util_map.png
Scale: 8 px per um. 11 x 11 tiles, from dark blue (low) to red (high), 0 to 100% covered.
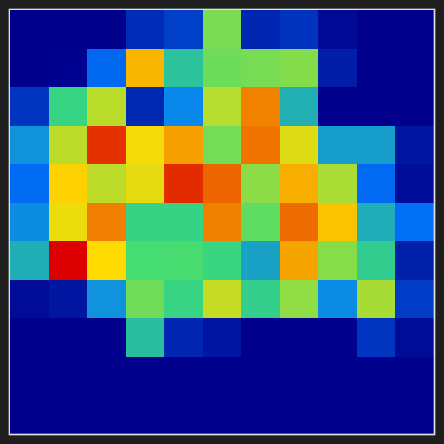
sizing.png
Scale: 8 px per um.
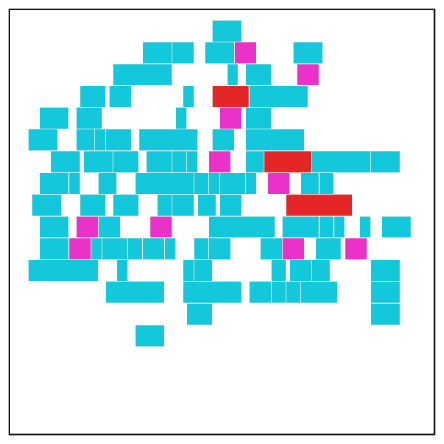
placed.png
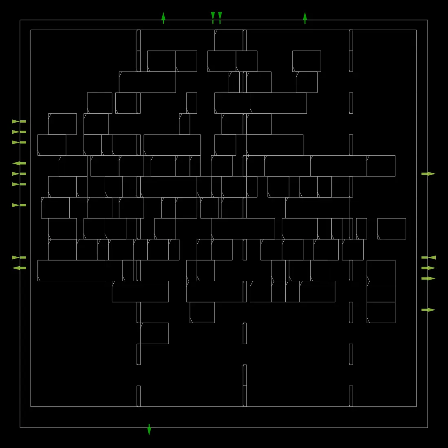
m1.png
Scale: 12 px per um. Supply wires on this layer in grey. Cells faint in the background.
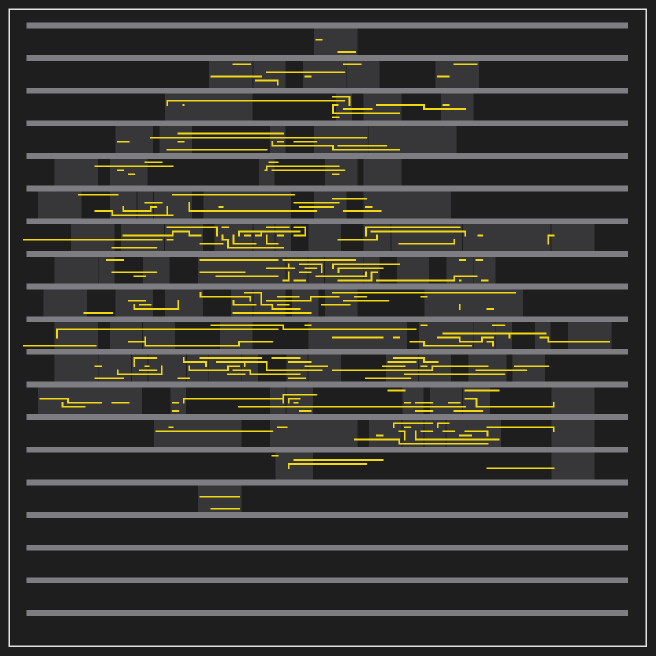
<file path="src/rtl/gray_updown_counter_if.sv">
// Control and result bundle for gray_updown_counter: the master drives the
// count/load controls, the slave (the counter) returns binary, Gray and tc.
interface gray_updown_counter_if #(
  parameter int WIDTH = 4
) ();
  logic             en;
  logic             up;
  logic             load;
  logic             load_fmt;
  logic [WIDTH-1:0] load_val;
  logic [WIDTH-1:0] bin;
  logic [WIDTH-1:0] G;
  logic             tc;

  modport master (
    output en, up, load, load_fmt, load_val,
    input  bin, G, tc
  );

  modport slave (
    input  en, up, load, load_fmt, load_val,
    output bin, G, tc
  );
endinterface

</file>
<file path="src/rtl/gray_updown_counter.sv">
// Up/down counter holding its count in binary with a registered Gray copy;
// loads accept binary or Gray, and WRAP selects wrap-around or saturation.
module gray_updown_counter #(
  parameter int WIDTH = 4,
  parameter int WRAP  = 1
) (
  input  logic                  clk,
  input  logic                  rst,
  gray_updown_counter_if.slave  bus
);

  localparam logic [WIDTH-1:0] MAX_VAL  = {WIDTH{1'b1}};
  localparam logic [WIDTH-1:0] ZERO_VAL = {WIDTH{1'b0}};
  localparam logic [WIDTH-1:0] ONE_VAL  = {{(WIDTH-1){1'b0}}, 1'b1};

  function automatic logic [WIDTH-1:0] bin2gray(input logic [WIDTH-1:0] b);
    return b ^ (b >> 1);
  endfunction

  // Prefix XOR from the MSB down; purely combinational so a Gray load costs no latency.
  function automatic logic [WIDTH-1:0] gray2bin(input logic [WIDTH-1:0] g);
    logic [WIDTH-1:0] b;
    b[WIDTH-1] = g[WIDTH-1];
    for (int i = WIDTH - 2; i >= 0; i--) begin
      b[i] = b[i+1] ^ g[i];
    end
    return b;
  endfunction

  logic [WIDTH-1:0] bin_q, bin_d;
  logic [WIDTH-1:0] g_q,   g_d;
  logic             tc_q,  tc_d;
  logic             at_term_s;

  // Next-state: load beats step, step beats hold.
  always_comb begin
    bin_d     = bin_q;
    g_d       = g_q;
    tc_d      = 1'b0;
    at_term_s = 1'b0;
    if (bus.load) begin
      if (bus.load_fmt) begin
        bin_d = gray2bin(bus.load_val);
        g_d   = bus.load_val;
      end else begin
        bin_d = bus.load_val;
        g_d   = bin2gray(bus.load_val);
      end
    end else if (bus.en) begin
      at_term_s = bus.up ? (bin_q == MAX_VAL) : (bin_q == ZERO_VAL);
      tc_d      = at_term_s;
      if (at_term_s && (WRAP == 0)) begin
        bin_d = bin_q;
      end else if (bus.up) begin
        bin_d = bin_q + ONE_VAL;
      end else begin
        bin_d = bin_q - ONE_VAL;
      end
      g_d = bin2gray(bin_d);
    end else begin
      bin_d = bin_q;
      g_d   = g_q;
    end
  end

  // State and output registers with synchronous reset.
  always_ff @(posedge clk) begin
    if (rst) begin
      bin_q <= ZERO_VAL;
      g_q   <= ZERO_VAL;
      tc_q  <= 1'b0;
    end else begin
      bin_q <= bin_d;
      g_q   <= g_d;
      tc_q  <= tc_d;
    end
  end

  assign bus.bin = bin_q;
  assign bus.G   = g_q;
  assign bus.tc  = tc_q;

endmodule

</file>
<file path="src/flat_wrapper.sv">
// flat-port wrapper written by rule: the top's interface ports become plain ports
module gray_updown_counter_flat 
#(
  parameter int WIDTH = 4,
  parameter int WRAP  = 1
)
  (clk, rst, bus_en, bus_up, bus_load, bus_load_fmt, bus_load_val, bus_bin, bus_G, bus_tc);
  gray_updown_counter_if #(.WIDTH(WIDTH)) bus_i ();
  input  logic clk;
  input  logic rst;
  input wire logic [$bits(bus_i.en)-1:0] bus_en;
  input wire logic [$bits(bus_i.up)-1:0] bus_up;
  input wire logic [$bits(bus_i.load)-1:0] bus_load;
  input wire logic [$bits(bus_i.load_fmt)-1:0] bus_load_fmt;
  input wire logic [$bits(bus_i.load_val)-1:0] bus_load_val;
  output wire logic [$bits(bus_i.bin)-1:0] bus_bin;
  output wire logic [$bits(bus_i.G)-1:0] bus_G;
  output wire logic [$bits(bus_i.tc)-1:0] bus_tc;
  assign bus_i.en = bus_en;
  assign bus_i.up = bus_up;
  assign bus_i.load = bus_load;
  assign bus_i.load_fmt = bus_load_fmt;
  assign bus_i.load_val = bus_load_val;
  assign bus_bin = bus_i.bin;
  assign bus_G = bus_i.G;
  assign bus_tc = bus_i.tc;
  gray_updown_counter #(.WIDTH(WIDTH), .WRAP(WRAP)) u_core (.clk(clk), .rst(rst), .bus(bus_i));
endmodule
</file>
<file path="config.mk">
export PLATFORM = sky130hd
export DESIGN_NAME = gray_updown_counter_flat
export DESIGN_NICKNAME = d
export VERILOG_FILES = /design/src/rtl/gray_updown_counter_if.sv /design/src/rtl/gray_updown_counter.sv /design/src/flat_wrapper.sv
export SDC_FILE = /design/constraint.sdc
export NUM_CORES = 1
export LEC_CHECK = 0
export CAP_MARGIN = 40
export CORE_UTILIZATION = 25
export DETAILED_ROUTE_END_ITERATION = 12
export SETUP_SLACK_MARGIN = 0.05
export SLEW_MARGIN = 20
export SYNTH_ARGS = -nofsm -noshare
export SYNTH_HDL_FRONTEND = slang
export SYNTH_SLANG_ARGS = --single-unit
</file>
<file path="constraint.sdc">
create_clock -name clk -period 2.15 [get_ports clk]
set_input_delay 0.43 -clock clk [delete_from_list [all_inputs] [get_ports clk]]
set_output_delay 0.43 -clock clk [all_outputs]
set_load 0.02 [all_outputs]
</file>
==> metrics.yaml <==
postSynthCellCount: 75
worstSetupStartpointType: "primary input"
post-route-period-util_pct: 94.2
grt_pass1_vias: 514
peakVddDrop_v: 0.000267
critPathMaxFanout: 4
firstDrtPassIters: 2
pre_cts_slack_ns: -0.145
final_cell_mix: "18 x clkdlybuf4s50_1, 8 x dfxtp_1, 7 x a21oi_1, 7 x buf_4"
most_common_cell: "dfxtp_1"
first_iter_violations: 9
cts_buffers: 3
cpPeakStageDelay_ns: 0.59
p_clk_share_pct: 21.1
min_delay_path_depth: 2
largest_reg_flops: 4
antenna_cells: 0
top_power_group: "combinational logic"
layout_top_cell: "clkdlybuf4s50_1"
grt_overflow: 0
comb_power_share_pct: 46.4
slew_headroom_pct: 71.5
ys_seq_share_pct: 24.7
gr-usage-met1_pct: 14.4
swShare_pct: 33.1
aoi_share_pct: 21.0
initCoreUtil_pct: 26.5
min_from: "u_core.bus.bin[2]"
clk_path_buf_depth: 2
clk-insertion-delay-late_ns: 0.26
crit_family: "adder cells"
wl_per_cell_um: 10.8
ys_sh_simple_pct: 17.7
power_frac_seq_pct: 32.5
yosys_warnings: 0
ys_area_um2: 649
synth_top_area_share_pct: 24.7
crit_top_cell: "a211oi_1"
tool_warnings: 26
wl_met1_um: 697
drive_gt1_share_pct: 13.3
r2r_cells: 5
ys_sh_xor_pct: 23.3
synthArstFlopShare_pct: 0
setup_slack_ns: 0.125
port-buffer-count: 18
finalPower_mw: 0.554
route.antenna.remaining_nets: 0
netlist_area_um2: 649
vias: 595
cts_root_buf: "clkbuf_4"
status: "finished, final reports clean"
startpoint: "bus_up"
arrival_ns: 2.15
clock_area_share_pct: 2.45
hpwl_um: 1070
topRoutingLayerUsed: "met4"
crit_type: "primary input to flop"
min_to: "u_core.bus.tc"
h-tree-depth: 1
ys_cells: 75
gr-usage-met2_pct: 16.9
tightest_slew_ns: 0.426
internal_power_mw: 0.371
die_area_mm2: 0.00281
nClkBuffers: 3
## Picture notes: util_map.png
tiles over 75% full: 13%
emptiest ninth of the die: lower left
nearly empty tiles: 33%
fullest tile: 100%
mean over tiles: 31%

## Picture notes: sizing.png
| colour | size | cells |
|---|---|---|
| cyan | x1 and smaller | 85 |
| red | x2 | 3 |
| magenta | x3 and x4 | 10 |

## Picture notes: placed.png
total core area: 0.00245 mm2
fraction of area in registers: 17.4%
fin cells: 128
Seq Cell Count: 8

## Picture notes: m1.png
wire length on this layer: 697 um
nets with wire on the layer: 95
longest straight run: 18.9 um

